`src/rtl/spi_pkg.sv`:
```
// rtl/spi_pkg.sv - register map, status bit positions and FSM states for spi_slave
package spi_pkg;

    localparam logic [1:0] ADDR_TX     = 2'd0;
    localparam logic [1:0] ADDR_RX     = 2'd1;
    localparam logic [1:0] ADDR_STATUS = 2'd2;
    localparam logic [1:0] ADDR_CTRL   = 2'd3;

    localparam int ST_RX_VALID = 0;
    localparam int ST_TX_EMPTY = 1;
    localparam int ST_OVERRUN  = 2;
    localparam int ST_BUSY     = 3;

    typedef enum logic {
        IDLE,
        ACTIVE
    } state_e;

endpackage

```
`src/rtl/spi_sync_edge.sv`:
```
// rtl/spi_sync_edge.sv - multi-flop synchroniser with one-clk rise/fall pulses
module spi_sync_edge #(
    parameter int   SYNC_STAGES = 2,
    parameter logic RESET_VAL   = 1'b0
) (
    input  logic clk,
    input  logic reset_n,
    input  logic async_i,
    output logic level_o,
    output logic rise_o,
    output logic fall_o
);

    logic [SYNC_STAGES-1:0] sync_q;
    logic                   hist_q;

    always_ff @(posedge clk or negedge reset_n) begin
        if (!reset_n) begin
            sync_q <= {SYNC_STAGES{RESET_VAL}};
            hist_q <= RESET_VAL;
        end else begin
            sync_q <= {sync_q[SYNC_STAGES-2:0], async_i};
            hist_q <= sync_q[SYNC_STAGES-1];
        end
    end

    assign level_o = sync_q[SYNC_STAGES-1];
    assign rise_o  = sync_q[SYNC_STAGES-1] & ~hist_q;
    assign fall_o  = ~sync_q[SYNC_STAGES-1] & hist_q;

endmodule

```
`src/rtl/spi_slave.sv`:
```
// rtl/spi_slave.sv - SPI mode-0 responder with an Avalon-MM register interface
module spi_slave
    import spi_pkg::*;
#(
    parameter int DATA_WIDTH  = 32,
    parameter int SYNC_STAGES = 2
) (
    input  logic        clk,
    input  logic        reset_n,
    input  logic        sclk,
    input  logic        ss_n,
    input  logic        mosi,
    output logic        miso,
    output logic        miso_oe,
    input  logic [1:0]  avs_address,
    input  logic        avs_read,
    output logic [31:0] avs_readdata,
    input  logic        avs_write,
    input  logic [31:0] avs_writedata,
    output logic        irq
);

    localparam int             CW       = $clog2(DATA_WIDTH);
    localparam logic [CW-1:0]  BIT_LAST = CW'(DATA_WIDTH - 1);

    logic sclk_lvl, sclk_rise, sclk_fall;
    logic ss_lvl, ss_rise, ss_fall;
    logic mosi_s, mosi_unused_rise, mosi_unused_fall;

    spi_sync_edge #(.SYNC_STAGES(SYNC_STAGES), .RESET_VAL(1'b0)) u_sync_sclk (
        .clk(clk), .reset_n(reset_n), .async_i(sclk),
        .level_o(sclk_lvl), .rise_o(sclk_rise), .fall_o(sclk_fall));

    spi_sync_edge #(.SYNC_STAGES(SYNC_STAGES), .RESET_VAL(1'b1)) u_sync_ss (
        .clk(clk), .reset_n(reset_n), .async_i(ss_n),
        .level_o(ss_lvl), .rise_o(ss_rise), .fall_o(ss_fall));

    spi_sync_edge #(.SYNC_STAGES(SYNC_STAGES), .RESET_VAL(1'b0)) u_sync_mosi (
        .clk(clk), .reset_n(reset_n), .async_i(mosi),
        .level_o(mosi_s), .rise_o(mosi_unused_rise), .fall_o(mosi_unused_fall));

    logic unused_levels;
    assign unused_levels = sclk_lvl ^ ss_lvl;

    state_e                state_q, state_d;
    logic [DATA_WIDTH-1:0] tx_hold_q, tx_hold_d, tx_shift_q, tx_shift_d;
    logic [DATA_WIDTH-1:0] rx_shift_q, rx_shift_d, rx_data_q, rx_data_d;
    logic [CW-1:0]         bit_cnt_q, bit_cnt_d;
    logic                  rx_valid_q, rx_valid_d, tx_empty_q, tx_empty_d;
    logic                  overrun_q, overrun_d, irq_en_q, irq_en_d, irq_q;
    logic                  miso_q, miso_d, miso_oe_q, miso_oe_d;
    logic [31:0]           readdata_q, readdata_d, status;
    logic                  wr;

    always_ff @(posedge clk or negedge reset_n) begin
        if (!reset_n) begin
            state_q    <= IDLE;
            tx_hold_q  <= '0;
            tx_shift_q <= '0;
            rx_shift_q <= '0;
            rx_data_q  <= '0;
            bit_cnt_q  <= '0;
            rx_valid_q <= 1'b0;
            tx_empty_q <= 1'b1;
            overrun_q  <= 1'b0;
            irq_en_q   <= 1'b0;
            irq_q      <= 1'b0;
            miso_q     <= 1'b0;
            miso_oe_q  <= 1'b0;
            readdata_q <= '0;
        end else begin
            state_q    <= state_d;
            tx_hold_q  <= tx_hold_d;
            tx_shift_q <= tx_shift_d;
            rx_shift_q <= rx_shift_d;
            rx_data_q  <= rx_data_d;
            bit_cnt_q  <= bit_cnt_d;
            rx_valid_q <= rx_valid_d;
            tx_empty_q <= tx_empty_d;
            overrun_q  <= overrun_d;
            irq_en_q   <= irq_en_d;
            irq_q      <= irq_en_q & (rx_valid_q | overrun_q);
            miso_q     <= miso_d;
            miso_oe_q  <= miso_oe_d;
            readdata_q <= readdata_d;
        end
    end

    always_comb begin
        state_d    = state_q;
        tx_hold_d  = tx_hold_q;
        tx_shift_d = tx_shift_q;
        rx_shift_d = rx_shift_q;
        rx_data_d  = rx_data_q;
        bit_cnt_d  = bit_cnt_q;
        rx_valid_d = rx_valid_q;
        tx_empty_d = tx_empty_q;
        overrun_d  = overrun_q;
        irq_en_d   = irq_en_q;
        miso_d     = miso_q;
        miso_oe_d  = miso_oe_q;
        readdata_d = readdata_q;
        wr         = avs_write & ~avs_read;

        status              = '0;
        status[ST_RX_VALID] = rx_valid_q;
        status[ST_TX_EMPTY] = tx_empty_q;
        status[ST_OVERRUN]  = overrun_q;
        status[ST_BUSY]     = (state_q == ACTIVE);

        // Register side first so that SPI events below win any collision.
        if (avs_read) begin
            case (avs_address)
                ADDR_TX:     readdata_d = 32'(tx_hold_q);
                ADDR_RX:     readdata_d = 32'(rx_data_q);
                ADDR_STATUS: readdata_d = status;
                default:     readdata_d = {31'd0, irq_en_q};
            endcase
            if (avs_address == ADDR_RX) rx_valid_d = 1'b0;
        end
        if (wr && avs_address == ADDR_STATUS && avs_writedata[ST_OVERRUN]) overrun_d = 1'b0;
        if (wr && avs_address == ADDR_CTRL) irq_en_d = avs_writedata[0];

        case (state_q)
            IDLE: begin
                miso_d    = 1'b0;
                miso_oe_d = 1'b0;
                bit_cnt_d = '0;
                if (ss_fall) begin
                    state_d    = ACTIVE;
                    tx_shift_d = tx_hold_q;
                    tx_empty_d = 1'b1;
                    miso_d     = tx_hold_q[DATA_WIDTH-1];
                    miso_oe_d  = 1'b1;
                end
            end
            default: begin
                if (ss_rise) begin
                    state_d   = IDLE;
                    bit_cnt_d = '0;
                    miso_d    = 1'b0;
                    miso_oe_d = 1'b0;
                end else if (sclk_rise) begin
                    rx_shift_d = {rx_shift_q[DATA_WIDTH-2:0], mosi_s};
                    bit_cnt_d  = bit_cnt_q + 1'b1;
                    if (bit_cnt_q == BIT_LAST) begin
                        rx_data_d  = rx_shift_d;
                        rx_valid_d = 1'b1;
                        if (rx_valid_q) overrun_d = 1'b1;
                        bit_cnt_d  = '0;
                        tx_shift_d = tx_hold_q;
                        tx_empty_d = 1'b1;
                        miso_d     = tx_hold_q[DATA_WIDTH-1];
                    end
                // A falling edge with bit_cnt=0 follows a reload; the new MSB must stay put.
                end else if (sclk_fall && bit_cnt_q != '0) begin
                    tx_shift_d = tx_shift_q << 1;
                    miso_d     = tx_shift_q[DATA_WIDTH-2];
                end
            end
        endcase

        if (wr && avs_address == ADDR_TX) begin
            tx_hold_d  = avs_writedata[DATA_WIDTH-1:0];
            tx_empty_d = 1'b0;
        end
    end

    assign miso         = miso_q;
    assign miso_oe      = miso_oe_q;
    assign avs_readdata = readdata_q;
    assign irq          = irq_q;

endmodule

```
`config.mk`:
```
export PLATFORM = sky130hd
export DESIGN_NAME = spi_slave
export DESIGN_NICKNAME = d
export VERILOG_FILES = /design/src/rtl/spi_pkg.sv /design/src/rtl/spi_sync_edge.sv /design/src/rtl/spi_slave.sv
export SDC_FILE = /design/constraint.sdc
export NUM_CORES = 1
export LEC_CHECK = 0
export CAP_MARGIN = 5
export CORE_ASPECT_RATIO = 0.8
export CORE_MARGIN = 1.5
export CORE_UTILIZATION = 55
export CTS_CLUSTER_DIAMETER = 120
export CTS_CLUSTER_SIZE = 20
export DETAILED_ROUTE_END_ITERATION = 10
export GPL_TIMING_DRIVEN = 0
export PLACE_DENSITY = 0.86
export SLEW_MARGIN = 20
export SYNTH_ARGS = -nofsm -noshare
export SYNTH_HDL_FRONTEND = slang
export SYNTH_SLANG_ARGS = --single-unit
```
`constraint.sdc`:
```
create_clock -name clk -period 5.3 [get_ports clk]
set_input_delay 1.06 -clock clk [delete_from_list [all_inputs] [get_ports clk]]
set_output_delay 1.06 -clock clk [all_outputs]
set_load 0.02 [all_outputs]
```
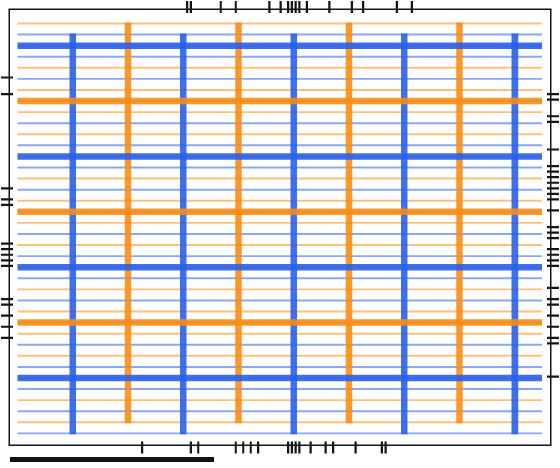
(run_1/power_grid.png)
The bar under the picture is 50 µm long. Pins as bars on the die edge.
Key: orange = VDD; blue = VSS
38 met1 rails follow the rows. 76 signal pins sit on the boundary.
Worst VDD drop: 0.0002540 V
core area: 0.01296 mm²
Die W: 132.6 µm

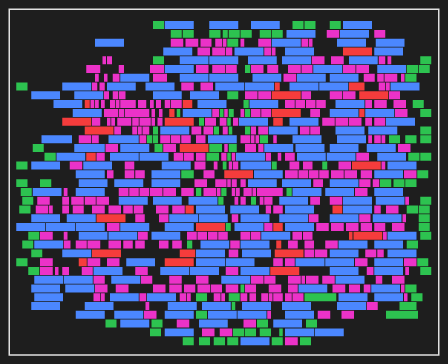
(run_1/placement_by_type.png)
Key: magenta = combinational and other logic [cells 327]; green = other buffers and delay cells [cells 110]; red = clock drivers and dummy loads [cells 32]; blue = flops [cells 179]
fin area: 0.008940 mm²
Final Util: 68.97%
FP Rows: 37

==> flow_metrics.py, run 1 <==
# Synthesis and PnR figures
metrics = {
    "outcome": {
        "status": "completed",
    },
    "final_layout": {
        "finalNetCount": 679,
        "n_antenna_cell": 0,
        "lay_top_count": "dfrtp_1",
        "drive_gt1_share_pct": 21.76,
        "synthToLayoutAreaGrowth_pct": 20.98,
        "lay_top_cells": "dfrtp_1, clkdlybuf4s50_1, mux2_2",
    },
    "logic_synthesis": {
        "postSynthAreaPerCell_um2": 13.66,
        "ys_warn_count": 0,
        "ys_seq_share_pct": 60.68,
        "synth_cell_types": 41,
        "area_leaders": "dfrtp_1, mux2_2, o22a_1",
        "top_area_share_pct": 59.26,
        "ys_chip_area_mm2": 0.007390,
        "synth_area_leader_cell": "dfrtp_1",
        "syn_inst": 541,
        "ys_cells": 541,
        "syn-num-nets": 585,
        "synth.cell_area_mm2": 0.007390,
        "synth_flops": 179,
    },
    "job": {
        "drv_cap": 0,
        "tool_warnings": 27,
    },
    "grt": {
        "grt_pass1_vias": 4993,
        "grt_max_degree": 72,
        "grt_util_all_layers_pct": 23.65,
        "antenna_found_initial": 0,
        "grt_pass1_wl_mm": 25.67,
        "grt_overflow": 0,
    },
    "hold_path": {
        "min-delay-path-class": "reg2reg",
    },
    "drt": {
        "ant_nets": 0,
        "first_iter_violations": 269,
        "route.detailed.drc": 0,
        "wire_per_inst_um": 18.78,
        "wirelength_mm": 15.46,
        "vias": 4722,
        "firstDrtPassIters": 5,
        "via_per_inst": 5.738,
    },
    "power": {
        "p_per_area_mw_per_mm2": 379.0,
        "p_leak_uw": 0.004060,
    },
    "clock_network": {
        "clkLatencyLatePin_ns": 0.43,
        "postCtsSetupRepairBufs": 0,
        "cts_buffers": 17,
        "cts-htree-levels": 4,
        "cts_tree": "yes",
        "cts_sinks": 179,
        "path_clk_slew_ns": 0.07,
        "cts_buffer_depth": 2,
        "cts_resized": 0,
        "cts-root-buf": "clkbuf_16",
        "postCtsHoldBufs": 0,
    },
    "final_timing": {
        "layout_setup_ws_ns": 2.542,
        "min_period_ns": 2.758,
        "slew_viol_final": 0,
        "finClkSkew_ns": 0.009401,
        "finalHoldViolCount": 0,
        "setup_viol": 0,
        "max_freq_mhz": 362.6,
        "tightest_slew_ns": 0.6264,
        "finalClockPeriodUsage_pct": 52.04,
        "rsz0062_at_grt": "false",
        "slew-limit-headroom_pct": 58.02,
    },
    "setup_path": {
        "r2r-end": "tx_shift_q[16]",
        "worstPathRequired_ns": 5.61,
        "rr_startpoint": "bit_cnt_q[0]",
        "end_kind": "flip-flop",
        "crit_fanout": 10,
        "critPathLaunch": "avs_read",
        "cp-start-kind": "input pin",
        "r2r_cells": 8,
        "critical_path_class": "in2reg",
        "timing.critical_path.to": "tx_hold_q[27]",
        "rrSetupSlack_ns": 2.83,
        "arrival_ns": 3.07,
    },
    "placed_design": {
        "place_ws_ns": 2.115,
        "portBuffers": 73,
        "dp.final_hpwl_mm": 10.70,
        "gp_congestion": 0.8565,
    },
    "floorplanning": {
        "chip_area_mm2": 0.01414,
        "fp_util_pct": 57.01,
        "pin_count": 76,
    },
}
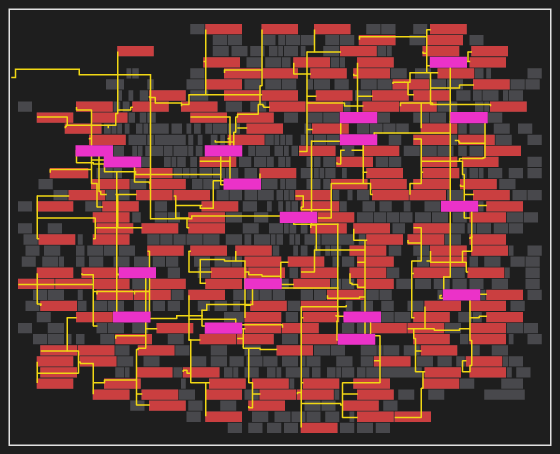
(run_1/clk_routes.png)
Key: yellow = clock wires [length 1,830 µm]; magenta = clock drivers [count 17]; red = flip-flops [count 179]
Position of the flops: spread over the die. There are 18 routed clock nets.

run 1: layout make-up:
type                       instances  area, µm²
sequential                       179       4484
fill                             875       4023
multi-input combinational        292       2584
timing repair buffer              75      790.8
clock buffer                      20      456.7
tap                              175      219.0
buffer                            35      190.2
inverter                          35      131.4
clock inverter                    12      83.83
run 1: metrics by stage:
stage	cell area [µm²]	hold slack [ns]	total power [µW]	TNS (ns)	std cells
after floorplan	7390	0.3312	2043	0	541
after global placement	8339	0.3382	2228	-639.37	789
after detailed placement	8399	0.3365	2270	0	791
after CTS	8940	0.3518	3403	0	823
after global routing	8940	0.3586	3526	0	823
final	8940	0.3546	3388	0	823
run 1: worst min-delay path by stage:
stage	start	to	slack [ns]	cells past startpoint
finish	u_sync_sclk.sync_q[0]	u_sync_sclk.sync_q[1]	0.35	0
global route	u_sync_sclk.sync_q[0]	u_sync_sclk.sync_q[1]	0.36	0
CTS	u_sync_sclk.sync_q[0]	u_sync_sclk.sync_q[1]	0.35	0
detailed placement	u_sync_sclk.sync_q[0]	u_sync_sclk.sync_q[1]	0.34	0
global placement	u_sync_sclk.sync_q[0]	u_sync_sclk.sync_q[1]	0.34	0
floorplan	u_sync_mosi.sync_q[0]	u_sync_mosi.sync_q[1]	0.33	0
run 1: worst max-delay path, cell delays in order:
cell	delay (ns)
clkdlybuf4s50_1	0.42
nand2b_1	0.25
nor3_2	0.52
buf_2	0.44
mux2_2	0.38
run 1: state kept, by name, summed over array words and instances, names as in the netlist, 2 cells and up:
register / count
tx_hold_q: 32
u_sync_ss.sync_q: 2
tx_shift_q: 31
rx_data_q: 32
u_sync_sclk.sync_q: 2
avs_readdata: 32
rx_shift_q: 31
bit_cnt_q: 5
u_sync_mosi.sync_q: 2
run 1: report_power, final:
group / internal, µW / total (µW) / switching, µW
registers: 1570 / 1720 / 148
logic: 300 / 535 / 235
clock network: 623 / 1140 / 512
run 1: metal layers:
layer  global-route usage [%]  part of all wire [%]  wire length [µm]
met1                    30.91                    44              6860
met2                    38.71                    49              7507
met3                    5.012                   4.6               708
met4                    10.36                   2.5               379
met5                        0                     0                 0
run 1: logic make-up after synthesis:
| kind of cell | after synthesis | share of synthesized area [%] |
|---|---|---|
| compound gates | 117 | 12.00 |
| mux | 127 | 18.98 |
| simple gates | 45 | 3.471 |
| fa+ha+maj | 3 | 0.5080 |
| buf+inv | 70 | 4.352 |
| flops | 179 | 60.68 |
run 1: cells in the mapped netlist, drive strengths merged:
library cell,count
nor3b,2
nand4,1
nor2,10
nand2b,4
and2,1
nor2b,2
o32ai,1
a31oi,2
mux4,1
o22ai,28
a21oi,14
o31ai,2
or4b,1
and2b,1
mux2i,31
ha,3
a21bo,1
o2111ai,1
o22a,60
nor3,1
nand3,4
mux2,95
and4bb,1
clkbuf,8
dfstp,4
nand2,13
o21ai,7
or3b,1
buf,27
inv,35
o21a,1
and3,1
or3,2
dfrtp,175
==> run_1/congestion.png <==
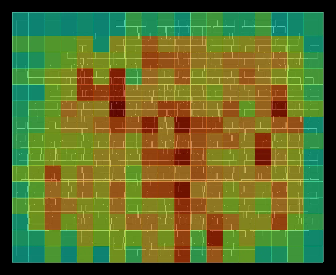

## Run 2: what changed since run 1
clock period = 2.69 ns   (was 5.3 ns; I/O delays follow)
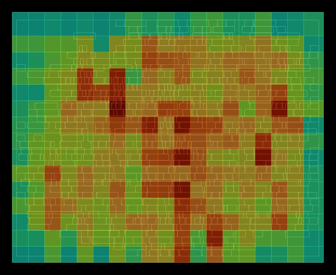
(run_2/congestion.png)
Final Util: 69.04%
gr usage total: 23.65%
met1 usage: 30.95%
GRT busiest layer: met2
M2 GR Usage: 38.71%

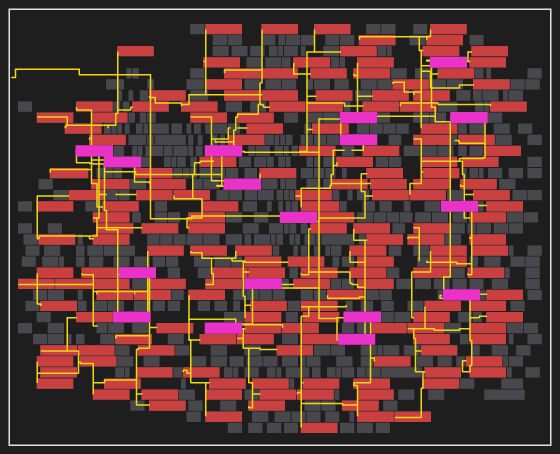
(run_2/clk_routes.png)
Key: yellow = clock wires [length 1,840 µm]; red = flip-flops [count 179]; magenta = clock drivers [count 17]
There are 18 routed clock nets. Position of the flops: spread over the die.

==> run 2 against run 1 <==
- routed wire length rose by 0.63%
- worst hold slack barely moved
- global-route usage did not move
- utilization rose by 0.077 points
- sequential cell count did not move
- sequential share of layout area fell by 0.056 points
- setup slack got worse by 2.3 ns
- combinational power rose by 96%
- die size did not move
- sequential power rose by 97%
- largest power group unchanged
==> flow_metrics.py, run 2 <==
# Synthesis and PnR figures
metrics = {
    "outcome": {
        "status": "completed",
    },
    "logic_synthesis": {
        "postSynthAreaPerCell_um2": 13.66,
        "ys_cells": 541,
        "async_flop_share_pct": 100.0,
        "ff_type": "dfrtp_1",
        "syn_inst": 541,
        "synth_flops": 179,
        "synth.cell_area_mm2": 0.007390,
        "syn-num-nets": 585,
        "synthMostInstantiatedCell": "dfrtp_1",
        "ys_warn_count": 0,
        "edf_count": 0,
        "top_area_share_pct": 59.26,
        "synth_cell_types": 41,
        "netlist_top_cells_count": "dfrtp_1, mux2_2, o22a_1",
        "ys_chip_area_mm2": 0.007390,
        "ys_seq_share_pct": 60.68,
        "synth_area_leader_cell": "dfrtp_1",
        "area_leaders": "dfrtp_1, mux2_2, o22a_1",
    },
    "final_timing": {
        "min_period_ns": 2.482,
        "slew-limit-headroom_pct": 58.77,
        "tightest_slew_ns": 0.6151,
        "finalHoldViolCount": 0,
        "finalClockPeriodUsage_pct": 92.28,
        "layout_setup_ws_ns": 0.2078,
        "finClkSkew_ns": 0.006740,
        "rsz0062_at_grt": "false",
        "max_freq_mhz": 402.9,
        "setup_viol": 0,
        "slew_viol_final": 0,
    },
    "final_layout": {
        "seq_area_mm2": 0.004484,
        "fillCellCount": 876,
        "drive_gt1_share_pct": 21.73,
        "final_cells": 824,
        "n_antenna_cell": 0,
        "lay_top_cells": "dfrtp_1, clkdlybuf4s50_1, mux2_2",
        "finalNetCount": 680,
        "lay_top_count": "dfrtp_1",
        "synthToLayoutAreaGrowth_pct": 21.11,
        "mi_logic_area_mm2": 0.002584,
        "stdcell_area_mm2": 0.008950,
    },
    "setup_path": {
        "crit_fanout": 10,
        "rr_startpoint": "bit_cnt_q[0]",
        "worstPathRequired_ns": 3.00,
        "r2r-end": "tx_shift_q[16]",
        "r2r_cells": 8,
        "arrival_ns": 2.79,
        "critical_path_class": "reg2reg",
        "cp-start-kind": "flip-flop",
        "rrSetupSlack_ns": 0.21,
        "end_kind": "flip-flop",
    },
    "power": {
        "ir_drop_v": 0.0004986,
        "p_leak_uw": 0.004065,
        "p_per_area_mw_per_mm2": 746.3,
    },
    "placed_design": {
        "placed_area_mm2": 0.008399,
        "portBuffers": 73,
        "gp_congestion": 0.8565,
        "place_ws_ns": 0.02720,
        "dp.cells": 791,
        "dp.final_hpwl_mm": 10.70,
    },
    "job": {
        "tool_warnings": 27,
        "drv_cap": 0,
    },
    "drt": {
        "wire_per_inst_um": 18.88,
        "wirelength_mm": 15.55,
        "ant_nets": 0,
        "first_iter_violations": 318,
        "vias": 4734,
        "firstDrtPassIters": 5,
        "via_per_inst": 5.745,
        "route.detailed.drc": 0,
    },
    "floorplanning": {
        "die_y_um": 106.7,
        "fp_util_pct": 57.01,
        "die_width_um": 132.6,
        "chip_area_mm2": 0.01414,
        "coreArea_mm2": 0.01296,
        "pin_count": 76,
        "row_count": 37,
    },
    "clock_network": {
        "cts-htree-levels": 4,
        "cts_tree": "yes",
        "cts_sinks": 179,
        "clkLatencyLatePin_ns": 0.43,
        "cts-root-buf": "clkbuf_16",
        "path_clk_slew_ns": 0.07,
        "cts_buffers": 17,
        "cts_buffer_depth": 2,
    },
    "grt": {
        "antenna_found_initial": 0,
        "grt_pass1_wl_mm": 25.67,
        "grt_max_degree": 72,
        "grt_overflow": 0,
        "grt_pass1_vias": 4992,
    },
    "hold_path": {
        "min-delay-path-class": "reg2reg",
        "whs_endpoint": "u_sync_sclk.sync_q[1]",
        "hold_start": "u_sync_sclk.sync_q[0]",
        "min_path_cells": 0,
    },
}
==> run 2: netlist changes by cell type in the layout (fill, tap and decap cells not counted) <==
cell	change
dlygate4sd3_1	+1
==> run 2: logic make-up after synthesis <==
group                    after synthesis  synth area share (%)
AND-OR/OR-AND                        117                 12.00
adder cells (fa/ha/maj)                3                0.5080
buffers and inverters                 70                 4.352
flip-flops                           179                 60.68
multiplexers                         127                 18.98
AND/OR/NAND/NOR                       45                 3.471
==> run 2: layer usage <==
layer | wire, µm | track usage (%) | vias up
met5 | 0 | 0 | -
met4 | 368 | 10.36 | 0
met3 | 681 | 4.965 | 35
met2 | 7582 | 38.71 | 123
met1 | 6922 | 30.95 | 2420
li1 | - | - | 2156
==> run 2: area by class of cell <==
type / count / area share [%]
tap: 175 / 2.447
clock inverter: 12 / 0.9367
multi-input combinational: 292 / 28.87
sequential: 179 / 50.10
timing repair buffer: 76 / 8.947
buffer: 35 / 2.125
clock buffer: 20 / 5.103
inverter: 35 / 1.468
==> run 2: critical path: stages (launching register included) <==
cell and delay [ns]:
dfrtp_1 0.44, ha_1 0.26, and3_1 0.19, ha_1 0.26, or3b_4 0.46, a31oi_4 0.28
a21oi_2 0.11, buf_6 0.16, o22a_1 0.20
==> run 2: what timing repair did <==
action,in CTS,in global routing
hold buffers,1,0
setup buffers,0,0
gates resized,0,0
hold endpoints to repair,39,0
==> run 2: through the flow <==
step / hold WS [ns] / TNS (ns) / total power, µW
final: 0.3546 / 0 / 6679
after global routing: 0.3586 / 0 / 6948
after CTS: 0.3518 / 0 / 6705
after detailed placement: 0.3365 / 0 / 4472
after global placement: 0.3382 / -1013.13 / 4390
after floorplan: 0.2424 / 0 / 4025
==> run 2: worst max path at each step <==
| stage | from | end | slack [ns] | cells after the start |
|---|---|---|---|---|
| finish | bit_cnt_q[0] | tx_shift_q[16] | 0.21 | 8 |
| global route | bit_cnt_q[0] | tx_shift_q[19] | 0.12 | 8 |
| CTS | bit_cnt_q[0] | tx_shift_q[2] | 0.22 | 8 |
| detailed placement | avs_read | tx_hold_q[25] | 0.03 | 5 |
| global placement | reset_n | u_sync_sclk.hist_q | -5.72 | 1 |
| floorplan | bit_cnt_q[0] | tx_shift_q[21] | 0.50 | 8 |
==> run 2: power by group <==
part           total, µW  switching (µW)  internal (µW)
Clock               2240            1010           1230
Combinational       1050             463            592
Sequential          3390             293           3090
Total               6680            1770           4910
==> run_2/wires.png <==
The bar under the picture is 50 µm long.
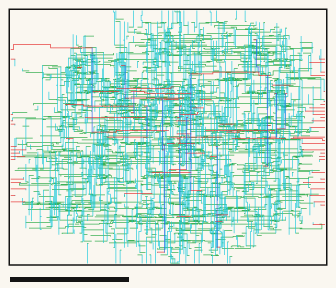

## Run 3: what changed since run 2
CORE_UTILIZATION = 56   (was 55)
PLACE_DENSITY = 0.87   (was 0.86)
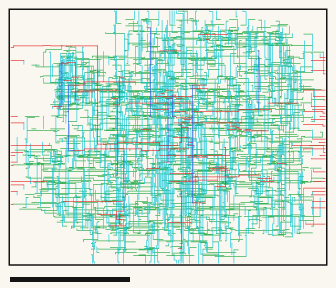
(run_3/wires.png)
The bar under the picture is 50 µm long.
Key: cyan = metal 2 [wire length 7,710 µm]; blue = metal 4 [wire length 394 µm]; green = metal 1 [wire length 6,960 µm]; red = metal 3 [wire length 868 µm]

==> run 3 against run 2 <==
- clock-buffer cell count increased by 4
- total power is 5.3% higher
- critical path type unchanged
- die size fell by 1.7%
- largest cell class unchanged
- combinational power is essentially flat
- clock power up 16%
- critical path depth unchanged
- global-route usage up 0.98 points
==> flow_metrics.py, run 3 <==
# Synthesis and PnR figures
metrics = {
    "final_timing": {
        "finalHoldViolCount": 0,
        "slew-limit-headroom_pct": 48.34,
        "min_period_ns": 2.492,
        "setup_viol": 0,
        "finalClockPeriodUsage_pct": 92.65,
        "slew_viol_final": 0,
        "tightest_slew_ns": 0.7748,
        "max_freq_mhz": 401.2,
        "finClkSkew_ns": 0.008727,
        "layout_setup_ws_ns": 0.1977,
        "rsz0062_at_grt": "false",
        "tns_ns": 0,
    },
    "drt": {
        "wire_per_inst_um": 19.39,
        "via_per_inst": 5.871,
        "wirelength_mm": 15.94,
        "ant_nets": 0,
        "route.detailed.drc": 0,
        "vias": 4826,
        "first_iter_violations": 272,
        "firstDrtPassIters": 5,
    },
    "logic_synthesis": {
        "area_leaders": "dfrtp_1, mux2_2, o22a_1",
        "ff_type": "dfrtp_1",
        "top_area_share_pct": 59.26,
        "ys_cells": 541,
        "syn_inst": 541,
        "ys_warn_count": 0,
        "syn-num-nets": 585,
        "ys_chip_area_mm2": 0.007390,
        "netlist_top_cells_count": "dfrtp_1, mux2_2, o22a_1",
        "async_flop_share_pct": 100.0,
        "synth_flops": 179,
        "synth_area_leader_cell": "dfrtp_1",
        "synth.cell_area_mm2": 0.007390,
        "edf_count": 0,
        "postSynthAreaPerCell_um2": 13.66,
        "synthMostInstantiatedCell": "dfrtp_1",
        "ys_seq_share_pct": 60.68,
        "synth_cell_types": 41,
    },
    "power": {
        "power_uw": 7031,
        "p_per_area_mw_per_mm2": 781.6,
        "p_leak_uw": 0.004092,
    },
    "clock_network": {
        "clkLatencyLatePin_ns": 0.43,
        "postCtsSetupRepairBufs": 0,
        "cts-root-buf": "clkbuf_16",
        "cts-htree-levels": 4,
        "cts_resized": 0,
        "cts_buffers": 17,
        "cts_sinks": 179,
        "path_clk_slew_ns": 0.06,
        "cts_tree": "yes",
        "postCtsHoldBufs": 0,
        "cts_buffer_depth": 2,
    },
    "floorplanning": {
        "die_width_um": 131.4,
        "row_count": 37,
        "pin_count": 76,
        "chip_area_mm2": 0.01390,
        "fp_util_pct": 57.42,
    },
    "placed_design": {
        "dp.cells": 790,
        "dp.final_hpwl_mm": 10.44,
        "place_ws_ns": 0.07926,
        "portBuffers": 73,
        "gp_congestion": 0.8574,
    },
    "setup_path": {
        "crit_fanout": 10,
        "r2r-end": "tx_shift_q[14]",
        "r2r_cells": 8,
        "rr_startpoint": "bit_cnt_q[0]",
        "arrival_ns": 2.80,
        "worstPathRequired_ns": 3.00,
        "timing.critical_path.to": "tx_shift_q[14]",
        "rrSetupSlack_ns": 0.20,
        "critical_path_class": "reg2reg",
        "end_kind": "flip-flop",
        "critPathLaunch": "bit_cnt_q[0]",
        "cp-start-kind": "flip-flop",
    },
    "final_layout": {
        "final_cells": 822,
        "fin_util_pct": 69.90,
        "n_antenna_cell": 0,
        "synthToLayoutAreaGrowth_pct": 21.74,
        "fillCellCount": 864,
        "seq_area_mm2": 0.004484,
        "drive_gt1_share_pct": 21.48,
        "finalNetCount": 678,
        "lay_top_cells": "dfrtp_1, clkdlybuf4s50_1, mux2_2",
        "lay_top_count": "dfrtp_1",
        "mi_logic_area_mm2": 0.002584,
    },
    "grt": {
        "grt_overflow": 0,
        "grt_pass1_wl_mm": 26.45,
        "grt_max_degree": 105,
        "grt_util_all_layers_pct": 24.64,
        "antenna_found_initial": 0,
        "grt_pass1_vias": 5089,
    },
    "hold_path": {
        "min-delay-path-class": "in2async",
    },
    "outcome": {
        "status": "completed",
    },
    "job": {
        "tool_warnings": 29,
        "drv_cap": 0,
    },
}
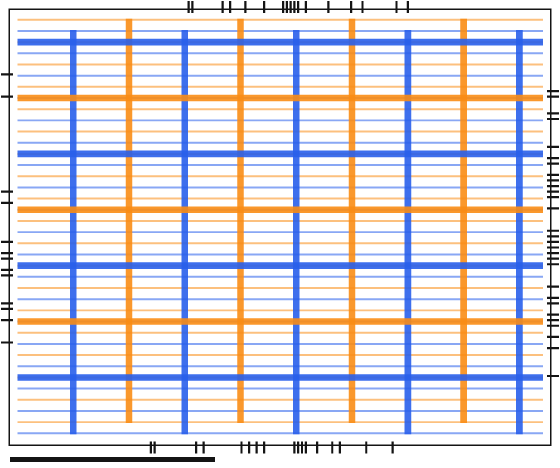
(run_3/power_grid.png)
The bar under the picture is 50 µm long. Pins as bars on the die edge.
Key: blue = VSS; orange = VDD
76 signal pins sit on the boundary. 9 straps on met4. 7 straps on met5. 38 met1 rails follow the rows.
Worst VDD drop: 0.0005847 V
core area: 0.01287 mm²
Die Y: 105.7 µm

-- run 3: worst max-delay path, cell delays in order, from the launching register on --
cell and delay, ns:
dfrtp_1 0.44, ha_1 0.26, and3_1 0.20, ha_1 0.25, or3b_4 0.46, a31oi_4 0.27, a21oi_2 0.10, buf_6 0.16
o22a_1 0.21
-- run 3: layer usage --
| metal | global-route usage [%] | wire length [µm] | vias up | part of all wire [%] |
|---|---|---|---|---|
| met2 | 39.47 | 7714 | 178 | 48 |
| met1 | 32.71 | 6964 | 2462 | 44 |
| met3 | 5.628 | 867 | 40 | 5.4 |
| met5 | 0 | 0 | - | 0 |
| met4 | 10.32 | 394 | 0 | 2.5 |
| li1 | - | - | 2146 | - |
-- run 3: layout make-up --
type	instances	area share, %
clock buffers	24	5.577
well taps	175	2.434
inverters	35	1.460
plain buffers	35	2.114
multi-input cells	292	28.72
flip-flops and latches	179	49.85
repair buffers	74	8.484
clock inverters	8	1.363
-- run 3: through the flow --
step,area (µm²),hold slack (ns)
floorplan,7390,0.2424
global placement,8339,0.3349
detailed placement,8372,0.3355
CTS,8996,0.1841
global route,8996,0.2265
finish,8996,0.1521
-- run 3: kinds of logic after synthesis --
| kind of cell | count (synthesis) | synth area share (%) |
|---|---|---|
| simple gates | 45 | 3.471 |
| compound gates | 117 | 12.00 |
| mux | 127 | 18.98 |
| buf+inv | 70 | 4.352 |
| fa+ha+maj | 3 | 0.5080 |
| flops | 179 | 60.68 |
-- run 3: worst min-delay path by stage --
stage | to | cells past startpoint | slack (ns) | start
2_1_floorplan | avs_readdata[0] | 0 | 0.24 | reset_n
3_3_place_gp | u_sync_mosi.sync_q[1] | 0 | 0.33 | u_sync_mosi.sync_q[0]
3_5_place_dp | u_sync_mosi.sync_q[1] | 0 | 0.34 | u_sync_mosi.sync_q[0]
4_1_cts | tx_hold_q[15] | 1 | 0.18 | reset_n
5_1_grt | avs_readdata[15] | 1 | 0.23 | reset_n
6_report | avs_readdata[16] | 1 | 0.15 | reset_n
-- run 3: where the power goes --
group	leakage [µW]	internal, µW	switching [µW]
logic	0.00148	588	470
registers	0.00230	3090	296
clock network	0.000310	1580	1000
total	0.00409	5260	1770
No activity file was given, so power comes from the tool's default toggle rates.
